**src/rtl/gray_to_bin_pipe.sv**
```systemverilog
// Two-stage Gray-to-binary decoder with valid/ready handshake.
// Also flags input steps that change more than one bit.
module gray_to_bin_pipe #(
  parameter int WIDTH      = 4,
  parameter int CHECK_STEP = 1
) (
  input  logic             clk,
  input  logic             rst_n,
  input  logic [WIDTH-1:0] gray_in,
  input  logic             in_valid,
  output logic             in_ready,
  output logic [WIDTH-1:0] bin_out,
  output logic             out_valid,
  input  logic             out_ready,
  output logic             step_err,
  output logic [7:0]       err_cnt,
  input  logic             err_clr
);

  logic             run;
  logic             s1_v;
  logic [WIDTH-1:0] s1_g;
  logic             s2_v;
  logic [WIDTH-1:0] s2_b;
  logic [WIDTH-1:0] dec;
  logic             s2_load;
  logic             s1_load;
  logic             in_fire;

  assign s2_load   = !s2_v || out_ready;
  assign s1_load   = run && (!s1_v || s2_load);
  assign in_ready  = s1_load;
  assign in_fire   = in_valid && s1_load;
  assign out_valid = s2_v;
  assign bin_out   = s2_b;

  always_comb begin
    dec = '0;
    dec[WIDTH-1] = s1_g[WIDTH-1];
    for (int i = WIDTH - 2; i >= 0; i--) begin
      dec[i] = dec[i+1] ^ s1_g[i];
    end
  end

  // run holds in_ready low until the first edge after reset
  always_ff @(posedge clk or negedge rst_n) begin
    if (!rst_n) begin
      run <= 1'b0;
    end else begin
      run <= 1'b1;
    end
  end

  always_ff @(posedge clk or negedge rst_n) begin
    if (!rst_n) begin
      s1_v <= 1'b0;
      s1_g <= '0;
    end else if (s1_load) begin
      s1_v <= in_valid;
      if (in_valid) s1_g <= gray_in;
    end
  end

  always_ff @(posedge clk or negedge rst_n) begin
    if (!rst_n) begin
      s2_v <= 1'b0;
      s2_b <= '0;
    end else if (s2_load) begin
      s2_v <= s1_v;
      if (s1_v) s2_b <= dec;
    end
  end

  generate
    if (CHECK_STEP != 0) begin : g_chk
      logic             have_prev;
      logic [WIDTH-1:0] prev;
      logic [WIDTH-1:0] diff;
      logic [4:0]       pc;
      logic             viol;

      always_comb begin
        diff = gray_in ^ prev;
        pc   = '0;
        for (int i = 0; i < WIDTH; i++) begin
          pc = pc + {4'd0, diff[i]};
        end
        viol = in_fire && have_prev && (pc >= 5'd2);
      end

      always_ff @(posedge clk or negedge rst_n) begin
        if (!rst_n) begin
          have_prev <= 1'b0;
          prev      <= '0;
        end else if (in_fire) begin
          have_prev <= 1'b1;
          prev      <= gray_in;
        end
      end

      // a clear coinciding with a violation leaves exactly that one
      always_ff @(posedge clk or negedge rst_n) begin
        if (!rst_n) begin
          step_err <= 1'b0;
          err_cnt  <= '0;
        end else if (err_clr) begin
          step_err <= viol;
          err_cnt  <= {7'd0, viol};
        end else if (viol) begin
          step_err <= 1'b1;
          if (err_cnt != 8'hff) err_cnt <= err_cnt + 8'd1;
        end
      end
    end else begin : g_nochk
      assign step_err = 1'b0;
      assign err_cnt  = '0;
    end
  endgenerate

endmodule

```
**config.mk**
```make
export PLATFORM = sky130hd
export DESIGN_NAME = gray_to_bin_pipe
export DESIGN_NICKNAME = d
export VERILOG_FILES = /design/src/rtl/gray_to_bin_pipe.sv
export SDC_FILE = /design/constraint.sdc
export NUM_CORES = 1
export LEC_CHECK = 0
export CORE_MARGIN = 3
export CORE_UTILIZATION = 34
export DETAILED_ROUTE_END_ITERATION = 7
export PLACE_DENSITY_LB_ADDON = 0.2
export SETUP_SLACK_MARGIN = 0.5
export SLEW_MARGIN = 40
export SYNTH_ARGS = -nofsm -noshare
export SYNTH_HDL_FRONTEND = slang
export SYNTH_SLANG_ARGS = --single-unit
export TNS_END_PERCENT = 100
```
**constraint.sdc**
```tcl
create_clock -name clk -period 2.15 [get_ports clk]
set_clock_uncertainty 0.05 [all_clocks]
set_input_delay 0.3225 -clock clk [delete_from_list [all_inputs] [get_ports clk]]
set_output_delay 0.3225 -clock clk [all_outputs]
set_load 0.05 [all_outputs]
```
**M1 wires**

Scale: 8 px per um.
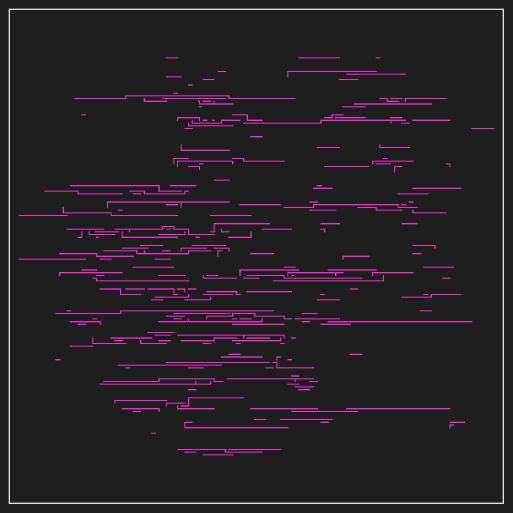
main direction	horizontal
nets with wire on the layer	112
wire length on this layer	983 um
Post-Route WL: 2120 um
GRT met1 Usage: 17.2%
count of vias placed by the detailed router: 763

**Cells colored by class**

Scale: 6 px per um.
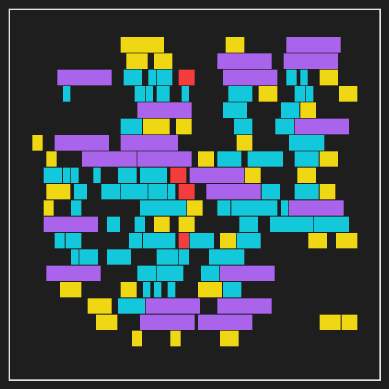
color	class	cells
red	clock drivers and dummy loads	4
yellow	other buffers and delay cells	36
cyan	all other logic	65
purple	flops	21
register fraction of the total cell area: 35.9%
final standard cell area without fillers: 1470 um2
utilization after layout: 51.4%

==> flow_summary.json <==
{
  "timing.hold.worst_endpoint": "out_valid$_DFFE_PN0P_",
  "startpoint": "s1_g[3]$_DFFE_PN0P_",
  "vias_in_the_first_global_route": 792,
  "synthDominantAreaCellType": "sky130_fd_sc_hd__dfrtp_1",
  "synth-adder-area-share_pct": 3.10,
  "total_power_uw": 1380,
  "crit_path_end_kind": "flop",
  "synthSimpleGateAreaFrac_pct": 18.6,
  "synth-async-reset-ratio_pct": 100,
  "main_power_group": "combinational logic",
  "routed-wl-met3_um": 103,
  "post_synth_instance_area_um2": 1050,
  "largest-register": "err_cnt",
  "flop_area_um2": 527,
  "timing.final.crit_period_ns": 2.07,
  "cp_cell_sequence": "xnor2_2 -> fa_1 -> inv_2 -> a31oi_4 -> or3_4 -> a31o_1",
  "detail_route.first_pass.iterations": 4,
  "cts_num_sinks": 21,
  "hold_path_depth": 3,
  "critical_path.reg2reg.startpoint": "s1_g[3]$_DFFE_PN0P_",
  "yosys_warnings": 0,
  "period_used_pct": 96.1,
  "first_iter_violations": 22,
  "synth-edff-count": 0,
  "critical-path-top-delay-family": "adder cells",
  "floorplan.core_area_um2": 2850,
  "top_layer_used": "met4",
  "hold_start": "out_ready",
  "clockNetworkAreaShare_pct": 1.88,
  "chip_area_estimate_from_yosys_synthesis_um2": 1050,
  "clk_transition_reported_paths_ns": 0.13,
  "hold_buf_count_cts": 0,
  "antennaDiodeCount": 0,
  "comb-cell-share_pct": 37.4,
  "postSynthRegisterBits": 21,
  "die_height_um": 61.6,
  "grt_first_pass_wirelength_um": 3590,
  "die_width_um": 61.6,
  "layoutNonFillerInstCount": 157,
  "warning_count": 29,
  "power_switching_uw": 572,
  "grt.busiest_layer": "met2",
  "postCtsResizedCells": 27,
  "r2r_cells": 6,
  "hp-class": "input pin to flop",
  "post_synth_mux_area_share_pct": 7.39,
  "largest_reg_flops": 8,
  "synthDistinctLibCells": 33,
  "htreeDepth": 1,
  "wl_per_instance_um": 13.5,
  "pwr-share-comb_pct": 48.1,
  "pwr.group.combinational_uw": 664,
  "placement.io_buffers": 23,
  "grt_max_degree": 22,
  "synthesized_netlist_cell_count": 89,
  "largest_class": "combinational gates",
  "post-cts-setup-buffers": 5,
  "post-synth-top-count-cell": "sky130_fd_sc_hd__dfrtp_1",
  "pwr.group.clock_uw": 197,
  "timing.critical_path.slowest_cell_delay_ns": 0.49,
  "static-leakage-power_uw": 0.000654,
  "antenna_found_initial": 0,
  "postSynth.topFlopCell": "sky130_fd_sc_hd__dfrtp_1",
  "grt.met2_usage_pct": 20.6,
  "numSequentialCells": 21,
  "synth-compound-area-share_pct": 7.15,
  "status": "finished, final reports clean",
  "final_antenna_violating_net_count": 0,
  "maxCapViolCount": 0,
  "clock.latency.late_pin_ns": 0.30,
  "synth.cells.most_frequent": "sky130_fd_sc_hd__dfrtp_1, sky130_fd_sc_hd__xnor2_1, sky130_fd_sc_hd__mux2_2, sky130_fd_sc_hd__nor2_1",
  "via_per_inst": 4.86,
  "core.rowCount": 19,
  "clock_path_buffers": 2,
  "worst_hold_slack_ns": 0.265,
  "xor_share_pct": 10.0,
  "fmaxAchievable_ghz": 0.484,
  "synth-cells-yosys": 89,
  "globalplace.congestion": 0.746,
  "postPlaceCellArea_um2": 1370,
  "met1Wirelength_um": 983,
  "grt_usage_pct": 12.8,
  "tapCellCount": 31
}
**Cells by drive strength**

Scale: 6 px per um.
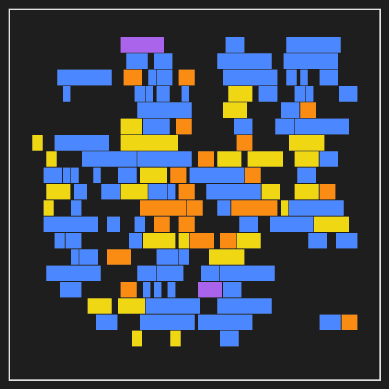
color	size	cells
purple	drive 6 and up	2
blue	drive 1 or less	78
yellow	drive 2	26
orange	drive 3 to 4	20
bufs w/o clock: 36
synthesis-to-finish area growth: 39.7%
least setup slack across all paths after layout: 0.0849 ns

Power is estimated from default activity; no workload was simulated.
